### src/rtl/rr_grant_decoder_pkg.sv
// Shared types and helpers for the round-robin grant decoder and related arbiters.
// Holds the FSM state encoding, sizing limits and a one-hot encoder.
package rr_grant_decoder_pkg;

    typedef enum logic {
        IDLE = 1'b0,
        HOLD = 1'b1
    } rr_state_e;

    localparam int RR_MAX_ENTRY = 64;
    localparam int RR_MAX_LOG   = $clog2(RR_MAX_ENTRY);

    // Callers truncate the result to their own requester count.
    function automatic logic [RR_MAX_ENTRY-1:0] rr_onehot(input logic [RR_MAX_LOG-1:0] idx);
        logic [RR_MAX_ENTRY-1:0] v;
        v      = '0;
        v[idx] = 1'b1;
        return v;
    endfunction

endpackage

### src/rtl/rr_grant_decoder_pick.sv
// Rotating priority encoder: the first unmasked request at or above i_ptr wins,
// wrapping at NUM_ENTRY. Purely combinational.
module rr_pick
    import rr_grant_decoder_pkg::*;
#(
    parameter int NUM_ENTRY     = 8,
    parameter int LOG_NUM_ENTRY = 3
) (
    input  logic [NUM_ENTRY-1:0]     i_req,
    input  logic [LOG_NUM_ENTRY-1:0] i_ptr,
    input  logic [NUM_ENTRY-1:0]     i_mask,
    output logic [LOG_NUM_ENTRY-1:0] o_idx,
    output logic                     o_found
);

    logic [NUM_ENTRY-1:0]   w_live;
    logic [NUM_ENTRY-1:0]   w_rot;
    logic [LOG_NUM_ENTRY:0] w_sum;

    always_comb begin
        w_live  = i_req & ~i_mask;
        // Bit k of w_rot is request (ptr+k) mod NUM_ENTRY; i_ptr is always < NUM_ENTRY.
        w_rot   = NUM_ENTRY'({w_live, w_live} >> i_ptr);
        w_sum   = '0;
        o_found = 1'b0;
        for (int k = NUM_ENTRY - 1; k >= 0; k--) begin
            if (w_rot[k]) begin
                o_found = 1'b1;
                w_sum   = {1'b0, i_ptr} + (LOG_NUM_ENTRY + 1)'(k);
            end
        end
        if (w_sum >= (LOG_NUM_ENTRY + 1)'(NUM_ENTRY))
            w_sum = w_sum - (LOG_NUM_ENTRY + 1)'(NUM_ENTRY);
        o_idx = w_sum[LOG_NUM_ENTRY-1:0];
    end

endmodule

### src/rtl/rr_grant_decoder.sv
// Round-robin grant generator with hold/release handshake and zero-bubble handover.
// Grant, index and valid are all registered; reset clears them asynchronously.
module rr_grant_decoder
    import rr_grant_decoder_pkg::*;
#(
    parameter int NUM_ENTRY     = 8,
    parameter int LOG_NUM_ENTRY = 3
) (
    input  logic                     clock,
    input  logic                     reset,
    input  logic [NUM_ENTRY-1:0]     I_Req,
    input  logic                     I_Rls,
    output logic [NUM_ENTRY-1:0]     O_Grt,
    output logic [LOG_NUM_ENTRY-1:0] O_GrtNo,
    output logic                     O_Vld
);

    if (LOG_NUM_ENTRY != $clog2(NUM_ENTRY)) begin : g_bad_log
        $error("LOG_NUM_ENTRY must equal clog2(NUM_ENTRY)");
    end
    if (NUM_ENTRY < 2 || NUM_ENTRY > RR_MAX_ENTRY) begin : g_bad_num
        $error("NUM_ENTRY out of range 2..64");
    end

    rr_state_e                r_state, w_state_nxt;
    logic [LOG_NUM_ENTRY-1:0] r_own, w_own_nxt;
    logic [LOG_NUM_ENTRY-1:0] r_ptr, w_ptr_nxt;
    logic [NUM_ENTRY-1:0]     r_grt;
    logic [LOG_NUM_ENTRY-1:0] r_grtno;
    logic                     r_vld;

    logic [NUM_ENTRY-1:0]     w_own_oh;
    logic [NUM_ENTRY-1:0]     w_grt_nxt;
    logic                     w_own_req;
    logic                     w_rls;
    logic [LOG_NUM_ENTRY-1:0] w_ptr_inc;
    logic [LOG_NUM_ENTRY-1:0] w_pick_ptr;
    logic [NUM_ENTRY-1:0]     w_pick_mask;
    logic [LOG_NUM_ENTRY-1:0] w_win;
    logic                     w_found;

    assign w_own_oh  = NUM_ENTRY'(rr_onehot(RR_MAX_LOG'(r_own)));
    assign w_own_req = |(I_Req & w_own_oh);
    // Explicit wrap so non-power-of-two counts never land on a phantom index.
    assign w_ptr_inc = (r_own == LOG_NUM_ENTRY'(NUM_ENTRY - 1)) ? '0 : r_own + 1'b1;
    // Explicit release and a dropped request collapse into one release event.
    assign w_rls     = (r_state == HOLD) && (I_Rls || !w_own_req);

    // On release the scan restarts past the old owner, which is masked out this cycle.
    assign w_pick_ptr  = w_rls ? w_ptr_inc : r_ptr;
    assign w_pick_mask = w_rls ? w_own_oh  : '0;

    rr_pick #(
        .NUM_ENTRY     (NUM_ENTRY),
        .LOG_NUM_ENTRY (LOG_NUM_ENTRY)
    ) u_pick (
        .i_req   (I_Req),
        .i_ptr   (w_pick_ptr),
        .i_mask  (w_pick_mask),
        .o_idx   (w_win),
        .o_found (w_found)
    );

    always_comb begin
        w_state_nxt = r_state;
        w_own_nxt   = r_own;
        w_ptr_nxt   = r_ptr;
        case (r_state)
            IDLE: begin
                if (w_found) begin
                    w_state_nxt = HOLD;
                    w_own_nxt   = w_win;
                end
            end
            HOLD: begin
                if (w_rls) begin
                    w_ptr_nxt = w_ptr_inc;
                    if (w_found) w_own_nxt   = w_win;
                    else         w_state_nxt = IDLE;
                end
            end
            default: w_state_nxt = IDLE;
        endcase
    end

    assign w_grt_nxt = (w_state_nxt == HOLD) ? NUM_ENTRY'(rr_onehot(RR_MAX_LOG'(w_own_nxt))) : '0;

    always_ff @(posedge clock or negedge reset) begin
        if (!reset) begin
            r_state <= IDLE;
            r_own   <= '0;
            r_ptr   <= '0;
            r_grt   <= '0;
            r_grtno <= '0;
            r_vld   <= 1'b0;
        end else begin
            r_state <= w_state_nxt;
            r_own   <= w_own_nxt;
            r_ptr   <= w_ptr_nxt;
            r_grt   <= w_grt_nxt;
            r_grtno <= (w_state_nxt == HOLD) ? w_own_nxt : '0;
            r_vld   <= (w_state_nxt == HOLD);
        end
    end

    assign O_Grt   = r_grt;
    assign O_GrtNo = r_grtno;
    assign O_Vld   = r_vld;

endmodule

### config.mk
export PLATFORM = sky130hd
export DESIGN_NAME = rr_grant_decoder
export DESIGN_NICKNAME = d
export VERILOG_FILES = /design/src/rtl/rr_grant_decoder_pkg.sv /design/src/rtl/rr_grant_decoder_pick.sv /design/src/rtl/rr_grant_decoder.sv
export SDC_FILE = /design/constraint.sdc
export NUM_CORES = 1
export LEC_CHECK = 0
export CAP_MARGIN = 20
export CORE_ASPECT_RATIO = 0.8
export CORE_MARGIN = 2
export CORE_UTILIZATION = 64
export DETAILED_ROUTE_END_ITERATION = 8
export HOLD_SLACK_MARGIN = 0.12
export MAX_ROUTING_LAYER = met4
export PLACE_DENSITY = 0.87
export SKIP_LAST_GASP = 1
export SLEW_MARGIN = 20
export SYNTH_ARGS = -nofsm -noshare
export SYNTH_HDL_FRONTEND = slang
export SYNTH_SLANG_ARGS = --single-unit
### constraint.sdc
create_clock -name clock -period 11.05 [get_ports clock]
set_input_delay 2.21 -clock clock [delete_from_list [all_inputs] [get_ports clock]]
set_output_delay 2.21 -clock clock [all_outputs]
set_load 0.02 [all_outputs]
Fig. 1: run 1, gate-type map
Scale bar: 20 microns.
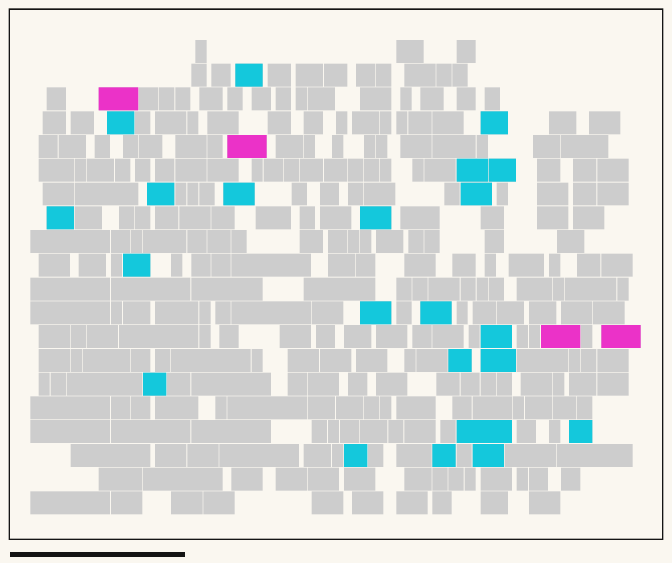
[cyan] AND-OR and OR-AND gates | cells: 22
[magenta] adder and majority cells | cells: 4
most numerous logic cell after layout: mux2i_1
Final Non-Filler Cells: 364
fraction of area in multi-input gates: 68.3%

Fig. 2: run 1, cell classes on the final placement
Scale bar: 20 microns.
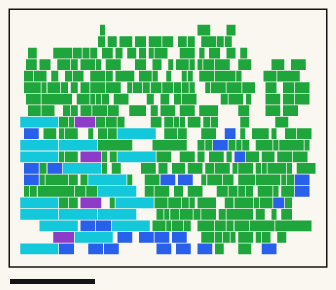
[cyan] flops | cells: 18 | share of their area: 17%
[blue] other buffers and delay cells | cells: 25 | share of their area: 9.0%
[purple] clock drivers and dummy loads | cells: 4 | share of their area: 2.0%
[green] combinational and other logic | cells: 262 | share of their area: 72%
post-route cell area: 0.00277 sq mm
FP Rows: 20
sequential share of cell area: 16.3%
core area: 0.00380 sq mm
Core Util, Final: 72.7%

==> impl_metrics.ini, run 1 <==
; physical design summary
[grt]
use_met2_pct = 51.6
antenna_found_initial = 0
use_met3_pct = 6.15

[drt]
wl_met3_microns = 755
met1Wirelength_microns = 3150
dr.pass1.iters = 7
drt_iter0_drc = 363
vias_per_cell = 7.31
highest_layer = met4
wl_met2_microns = 3350

[logic_synthesis]
synthCells = 309
synth-edff-count = 0
ys_cells = 309
ff_type = dfrtp_1
ys_area_sq_mm = 0.00255
syn_area_sq_mm = 0.00255

[critical_path]
setup.worst_path.end = O_Grt[6]$_DFF_PN0_
cp_num_buf_inv = 2
worst_path_dominant_cell_family = simple AND/OR/NAND/NOR gates
cp-start-kind = input port
max_stage_delay_ns = 0.49
cp_max_fo = 32
r2r_end = O_Grt[6]$_DFF_PN0_
worstRegToRegCells = 14
r2r-start = r_own[0]$_DFF_PN0_

[floorplanning]
die_y_microns = 60.5
dieArea_sq_mm = 0.00451
fp_util_pct = 67.1

[cts]
clock_latency_ns = 0.25
ctsHoldBuffers = 0
post_cts_buffers = 0
htree_levels = 1
post_cts_resized = 0

[job]
warning_count = 27

[final_timing]
period_minus_slack_ns = 6.33
setup_viol = 0
fin_crit_sh_pct = 57.2
hold_viol_final = 0
worstMarginPinSlew_ns = 0.900
setup_ws_ns = 4.72
hold_slack_ns = 0.667
max_freq_mhz = 158
relSlewSlack_pct = 39.6

[finish]
clockNetworkAreaShare_pct = 1.99
seq_area_sq_um = 450
buf_share_pct = 8.77
syn2layout_area_growth_pct = 8.33
multi_input_comb_cells = 246
logic_area_sq_mm = 0.00189
inverters_excl_clock = 16
diodes = 0
largest_class = combinational gates

[placed_design]
place_ws_ns = 4.56
placement.io_buffers = 22
place_congestion = 0.985

[outcome]
status = finished, final reports clean
Fig. 3: run 1, track usage over the die
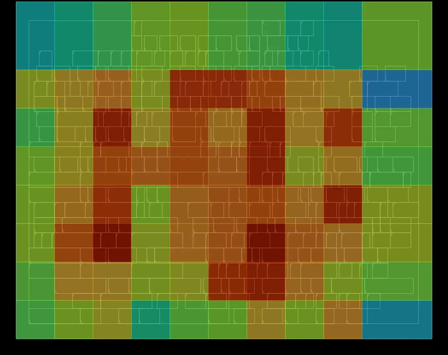
GRT busiest layer: met2
gr usage total: 34.4%
wire length per cell: 20.2 microns
global routing usage on met1: 47.9%

## run 1: flip-flops by register name, indices dropped and copies added, names as in the netlist
name	cells
O_Grt	8
r_ptr	3
r_own	3
O_GrtNo	3
O_Vld	1
## run 1: stage by stage
step                      instance area (sq um)  utilization (%)
final                                      2770             72.7
after global routing                       2770             72.7
after CTS                                  2770             72.7
after detailed placement                   2710             71.3
after global placement                     2710             71.3
after floorplan                            2550                -
## run 1: layout by cell type (no fill, tap or decap), types with 3 or more instances in the layout
cell and count:
nor2_1 18, a211o_1 3, inv_1 12, buf_4 3
o21ai_0 8, a221oi_1 7, and3_1 5, a221o_1 3
ha_1 4, o22ai_1 6, o21a_1 4, dfrtp_1 18
o221ai_1 7, nand4_1 4, nor3_1 9, a211oi_1 4
o21ai_1 7, clkdlybuf4s50_1 22, nand4b_1 3, nand3_1 12
mux2_2 3, mux2i_1 34, and2_1 6, a31oi_1 6
nand2_1 17, a21oi_1 13, a22oi_1 6, a32oi_1 3
o211ai_1 6, clkbuf_8 4, inv_2 4
## run 1: kinds of logic (layout without fill, tap and decap cells)
| group | after synthesis | after routing | synth area share [%] |
|---|---|---|---|
| flops | 18 | 18 | 17.6 |
| compound gates | 111 | 111 | 34.0 |
| simple gates | 91 | 91 | 21.1 |
| mux | 40 | 40 | 17.0 |
| fa+ha+maj | 4 | 4 | 1.96 |
| buf+inv | 45 | 45 | 8.38 |
## run 1: worst reg2reg max path: stages (launching register included)
cell      delay [ns]
dfrtp_1         0.79
inv_1           0.31
a31oi_1         0.29
a31oi_2         0.17
or4_4           0.49
nand2_2         0.49
inv_2           0.30
ha_1            0.45
and2_1          0.18
a22o_1          0.22
o311ai_1        0.23
nand4b_1        0.13
a31oi_1         0.26
o22ai_4         0.15
nor4b_2         0.29
==> run 2, diff against run 1 <==
- CORE_UTILIZATION: 64 -> 59
- PLACE_DENSITY: 0.87 -> 0.81
- clock period: 11.05 -> 5.9 ns (I/O delays scaled with it)
Fig. 4: run 2, cells by drive strength
Scale bar: 20 microns.
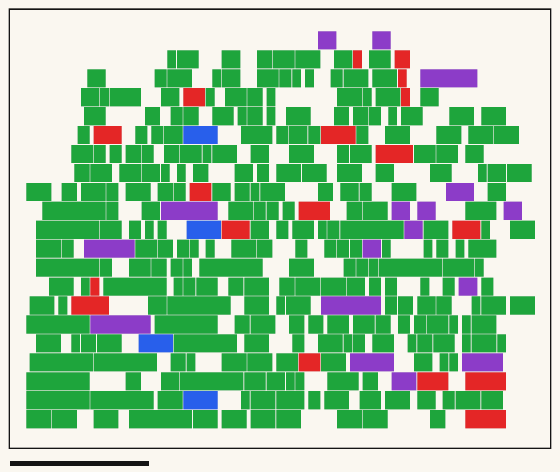
[green] _0 and _1 cells | cells: 275 | share: 88% | most used: mux2i_1
[purple] _3 and _4 cells | cells: 17 | share: 5.4% | most used: buf_4
[blue] _6 and larger | cells: 4 | share: 1.3% | most used: clkbuf_8
[red] _2 cells | cells: 18 | share: 5.7% | most used: inv_2
Final WS setup: 0.988 ns
post-route cell area: 0.00281 sq mm
Non-clk bufs: 30
Area Overhead vs Synth: 9.90%

Fig. 5: run 2, track usage over the die
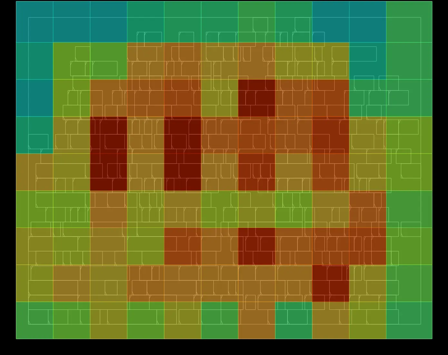
M2 GR Usage: 46.8%
Core Util, Final: 67.2%
global routing usage on met1: 43.9%
met3 GRT Util: 5.92%

==> run 2 against run 1 <==
  * Clock-buffer cell count unchanged
  * Worst setup slack worse by 3.7 ns
  * Final cell count is 1.9% higher
  * Synthesized cell count unchanged
  * First-iteration DRC count rose by 15%
  * Area after synthesis did not move
  * Hold slack got worse by 0.053 ns
  * Via count is 0.68% higher
  * Die area increased by 8.0%
  * Critical path type unchanged
  * Largest cell class unchanged
==> impl_metrics.ini, run 2 <==
; physical design summary
[critical_path]
cp_num_buf_inv = 4
cp_max_fo = 17
worst_path_dominant_cell_family = AND-OR/OR-AND gates
r2r-start = r_own[0]$_DFF_PN0_
cp-start-kind = input port

[drt]
dr.pass1.iters = 5
vias_per_cell = 7.22

[logic_synthesis]
ys_cells = 309
ys_area_sq_mm = 0.00255
synthCells = 309
synth-edff-count = 0
syn_area_sq_mm = 0.00255
ff_type = dfrtp_1

[cts]
post_cts_resized = 0
post_cts_buffers = 0
htree_levels = 1
clock_latency_ns = 0.27

[final_timing]
fin_crit_sh_pct = 83.2
period_minus_slack_ns = 4.91
max_freq_mhz = 204
hold_viol_final = 0

[finish]
largest_reg_flops = 8
layout_top_cells = mux2i_1, clkdlybuf4s50_1, dfrtp_1, nor2_1, nand2_1
diodes = 0
lay_top_count = mux2i_1

[floorplanning]
core_sq_mm = 0.00418
dieArea_sq_mm = 0.00487
fp_util_pct = 61.1

[placed_design]
place_congestion = 0.974

[outcome]
status = finished, final reports clean

[grt]
grt_usage_pct = 32.0
antenna_found_initial = 0

[job]
warning_count = 27
run 2: cell types whose count changed in the layout (fill, tap and decap cells not counted), sizes merged:
cell,previous run,this run
buf,3,8
run 2: kinds of logic (layout without fill, tap and decap cells):
kind of cell	Yosys count	count (layout)	share of synthesized area (%)
flip-flops	18	18	17.6
AND-OR/OR-AND	111	111	34.0
adder cells (fa/ha/maj)	4	4	1.96
buffers and inverters	45	50	8.38
multiplexers	40	40	17.0
AND/OR/NAND/NOR	91	91	21.1
run 2: layout make-up:
cell class	count	area, sq um	share of cell area [%]
Multi-Input combinational cell	246	1890	67.3
Sequential cell	18	450	16.0
Timing Repair Buffer	30	280	9.99
Tap cell	57	71.3	2.54
Inverter	16	60.1	2.14
Clock buffer	4	55.1	1.96
run 2: stage by stage:
stage	instance area, sq um	setup slack [ns]	util (%)	hold WS (ns)
final	2810	0.988	67.2	0.614
after global routing	2810	0.785	67.2	0.693
after CTS	2810	1.09	67.2	0.606
after detailed placement	2750	0.816	65.9	0.587
after global placement	2750	0.889	65.9	0.576
after floorplan	2550	1.59	-	0.518
run 2: per-layer routing:
layer	global-route usage (%)	routed length (microns)
met2	46.8	3270
met1	43.9	3180
met5	-	0
met4	12.3	123
met3	5.92	772
run 2: worst paths after layout:
check | slack (ns) | cells past startpoint | endpoint
max | 0.99 | 15 | O_Grt[4]$_DFF_PN0_
min | 0.61 | 2 | r_ptr[0]$_DFFE_PN0P_
max reg2reg | 1.42 | 14 | O_Grt[4]$_DFF_PN0_
min reg2reg | 0.61 | 2 | r_ptr[0]$_DFFE_PN0P_
max in group asynchronous | 4.03 | 1 | r_own[2]$_DFF_PN0_
min in group asynchronous | 1.37 | 1 | O_Grt[3]$_DFF_PN0_
